flops_by_reg.png
Scale: 2 px per um.
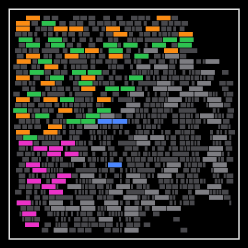
io_fan.png
Scale: 4 px per um.
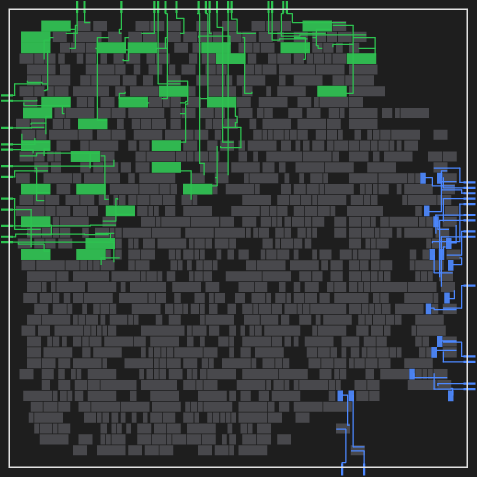
clocks.png
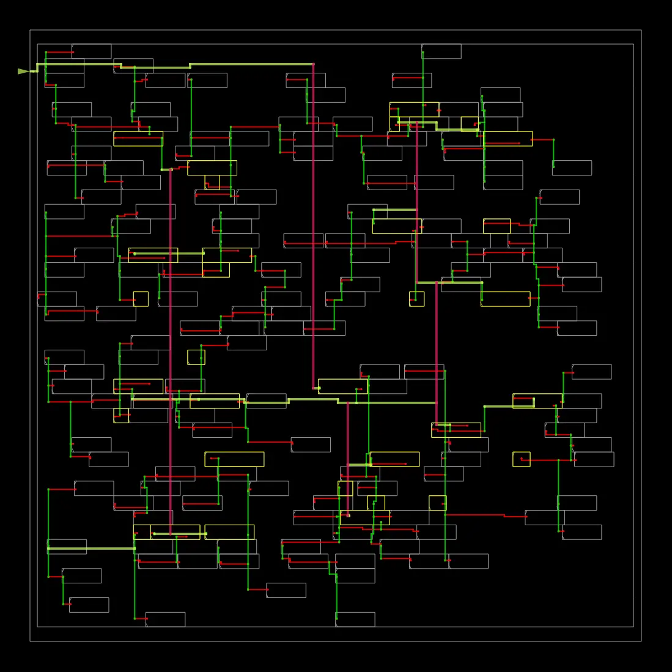
logic_types.png
Scale: 3 px per um.
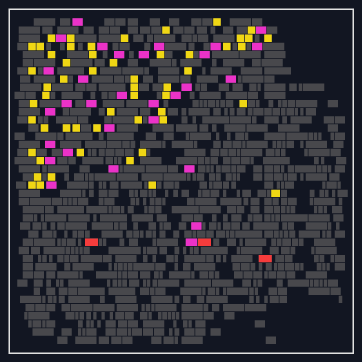
wires.png
Scale: 3 px per um.
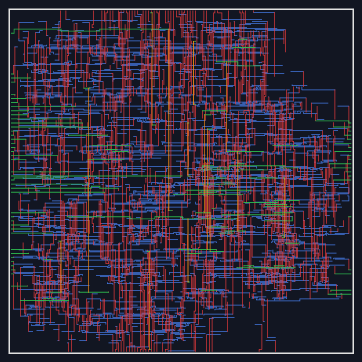
==> config.mk <==
export PLATFORM = sky130hd
export DESIGN_NAME = cone_bist_sequencer
export DESIGN_NICKNAME = d
export VERILOG_FILES = /design/src/rtl/bist_pkg.sv /design/src/rtl/bist_lfsr32.sv /design/src/rtl/cone_bist_sequencer.sv
export SDC_FILE = /design/constraint.sdc
export NUM_CORES = 1
export LEC_CHECK = 0
export CAP_MARGIN = 10
export CORE_UTILIZATION = 51
export CTS_CLUSTER_DIAMETER = 50
export DETAILED_ROUTE_END_ITERATION = 8
export GPL_ROUTABILITY_DRIVEN = 0
export PLACE_DENSITY = 0.8
export SKIP_LAST_GASP = 1
export SYNTH_ARGS = -nofsm -noshare
export SYNTH_HDL_FRONTEND = slang
export SYNTH_SLANG_ARGS = --single-unit
==> constraint.sdc <==
create_clock -name CK -period 3.5 [get_ports CK]
set_input_delay 1.05 -clock CK [delete_from_list [all_inputs] [get_ports CK]]
set_output_delay 1.05 -clock CK [all_outputs]
set_load 0.01 [all_outputs]
==> COMMIT_EDITMSG <==
Store results of the implementation flow

* RSZ-0062 raised after global routing: no
* Pre-antenna DRT Iters: 4
- According to the floorplan log, the row count is 40.
* Startpoint kind of the worst setup timing path: flip-flop
- Final period utilization: 83.8%
- Path type of the worst min-delay path: flip-flop to flip-flop
- Max-Cap Viols: 0
* Per-cell via count in the routed design: 5.52
- In this run switching power makes up 25.2% of total power.
* Skew-Pair Late Insertion Delay: 0.42 ns
* Stages on the worst setup path: 10
- Number of antenna violations at the first check in global routing: 0
* Clock root buffer master: clkbuf_16
- Per the layout area report, the combinational gate area comes to 0.00325 sq mm.
- Counting instances, the worst hold path has a depth of 2.
- Per the post-run analysis, buffers plus inverters along the critical path come to 2.
* Leading cell types in the layout, fill and taps excluded: 147 x dfxtp_1, 132 x clkdlybuf4s50_1, 87 x nand2_1, 76 x nor2_1, 72 x a21oi_1
- Synth async-reset ratio: 0%
* Worst hold slack: 0.464 ns
* Number of warnings in the stage logs: 26
- For the worst flop-to-flop path, the logic depth is 10.
- Count of final setup violators: 0
- Final hold violation count: 0
- The via count of the first global-routing pass is 5557.
- Pre-Place Util: 53.0%
- Adding up every negative setup slack in the final design gives 0 ns.
* Peak per-stage delay on the critical path: 0.51 ns
* Aggregate global routing overflow: 0
* Worst setup slack after placement: 0.179 ns
- Crit path DRT: 3.81 ns
* Number of warnings issued by yosys: 0
- Slack of the worst reg-to-reg path: 0.57 ns
* CP Data Arrival Time: 3.25 ns
- Die width: 114 um
- Entering global routing, the biggest net connects 42 pins.
- Per the detail_route report, DRC violations left total 0.
- Count of instances resized after the clock tree is built: 0
* Final instance area: 0.00850 sq mm
- Per the detailed placement report, the placed cell area equals 0.00791 sq mm.
- After floorplanning, the die was sized to cover 0.0130 sq mm.
- Starting DRC count in detailed routing: 345
* Proportion of layout cells with a drive suffix above 1: 6.40%
- The synthesized design devotes to its leading area cell type 46.2% of total area.
- Run status: complete, no violations
- Listed in order, past its start point the critical path passes inv_1, ha_1, or3b_1, nor4_1, xnor2_1, nor4b_4, buf_4, a2111oi_0, xnor2_1, nor2_1.
- Number of different library cells in the post-synthesis netlist: 48
Back to the opening pictures, flops_by_reg.png:
| color | name in the netlist | placed flops |
|---|---|---|
| magenta | mismatch_cnt | 16 |
| blue | state | 3 |
| green | u_lfsr.lfsr | 32 |
| orange | cone_in | 29 |
sequential fraction of total cell area: 34.9%
seq pwr: 1.78 mW
share of the core filled with cells in the final layout: 70.2%

Back to the opening pictures, io_fan.png:
| color | port | direction | end cells | wire |
|---|---|---|---|---|
| green | cone_in | output | 29 | 895 um |
| blue | num_patterns | input | 16 | 290 um |
total I/O pin count: 134
Port-buffer cells: 133

Back to the opening pictures, clocks.png:
count of clock-net buffers in the final layout: 19
clock net sink count: 148
total clock network power: 1.74 mW
cts bufs inserted: 17
clock tree skew after final layout: 0.00558 ns

Back to the opening pictures, logic_types.png:
| color | family | cells |
|---|---|---|
| magenta | multiplexers | 30 |
| yellow | AND-OR and OR-AND gates | 54 |
| red | adder and majority cells | 3 |
commonest non-fill, non-tap cell in the layout: dfxtp_1
number of non-filler instances in the completed layout: 1043
combinational share of cell area: 38.2%

Back to the opening pictures, wires.png:
| color | layer | wire length |
|---|---|---|
| blue | metal 1 | 6860 um |
| orange | metal 4 | 437 um |
| red | metal 2 | 7920 um |
| green | metal 3 | 1030 um |
count of vias placed by the detailed router: 5757
aggregate routed wire length: 16.2 mm
overall track demand over capacity in global routing: 25.9%
Wirelength per Cell: 15.6 um

through the flow:
step	util, %	std cells
after global placement	65.3	1010
after CTS	70.1	1042
after detailed placement	65.3	1010
after floorplan	-	740
final	70.2	1043
after global routing	70.2	1043
layer usage:
layer,share of wire [%],track usage (%),wire [um]
met5,0,0,0
met4,2.7,11.6,437
met3,6.3,7.36,1030
met2,49,43.4,7920
met1,42,30.9,6860
power groups by stage:
| stage | logic (mW) | registers [mW] | clock network, mW |
|---|---|---|---|
| floorplan | 0.274 | 1.82 | 0 |
| detailed placement | 0.455 | 1.82 | 0 |
| global placement | 0.441 | 1.81 | 0 |
| CTS | 0.459 | 1.78 | 1.77 |
| finish | 0.461 | 1.78 | 1.74 |
| global route | 0.502 | 1.79 | 1.85 |
cell families after synthesis:
family	Yosys count	share of synthesized area [%]
AOI/OAI and AO/OA	178	17.9
xor gates and xnor gates	57	7.78
adders and majority gates	3	0.585
buffers and inverters	55	3.30
DFF	148	46.2
muxes	30	4.70
and+or+nand+nor	269	19.5
worst register-to-register path, cell delays in order, from the launching register on:
cell and delay (ns):
dfxtp_1 0.36, inv_1 0.08, ha_1 0.23, or3b_1 0.50, nor4_1 0.42, xnor2_1 0.23
nor4b_4 0.07, buf_4 0.20, a2111oi_0 0.51, xnor2_1 0.18, nor2_1 0.05
cell usage after synthesis, types with 4 or more instances:
| master | number |
|---|---|
| xor2_1 | 18 |
| a211oi_1 | 10 |
| clkbuf_1 | 37 |
| buf_1 | 8 |
| nor3_1 | 33 |
| o21bai_1 | 18 |
| nand3_1 | 19 |
| and2_1 | 5 |
| nand4_1 | 6 |
| a31oi_1 | 4 |
| mux2i_1 | 29 |
| nor4_1 | 18 |
| xnor2_1 | 39 |
| dfxtp_1 | 148 |
| nor2_1 | 76 |
| nand2_1 | 87 |
| a21oi_1 | 72 |
| o21a_1 | 53 |
| or3_1 | 5 |
| inv_1 | 8 |
cell type report:
type                       instances  share of cell area [%]
sequential                       148                    34.9
inverter                           8                   0.353
clock inverter                    13                    1.47
timing repair buffer             150                    17.3
tap                              168                    2.47
clock buffer                      19                    5.33
multi-input combinational        537                    38.2
Power and IR drop assume default switching activity.
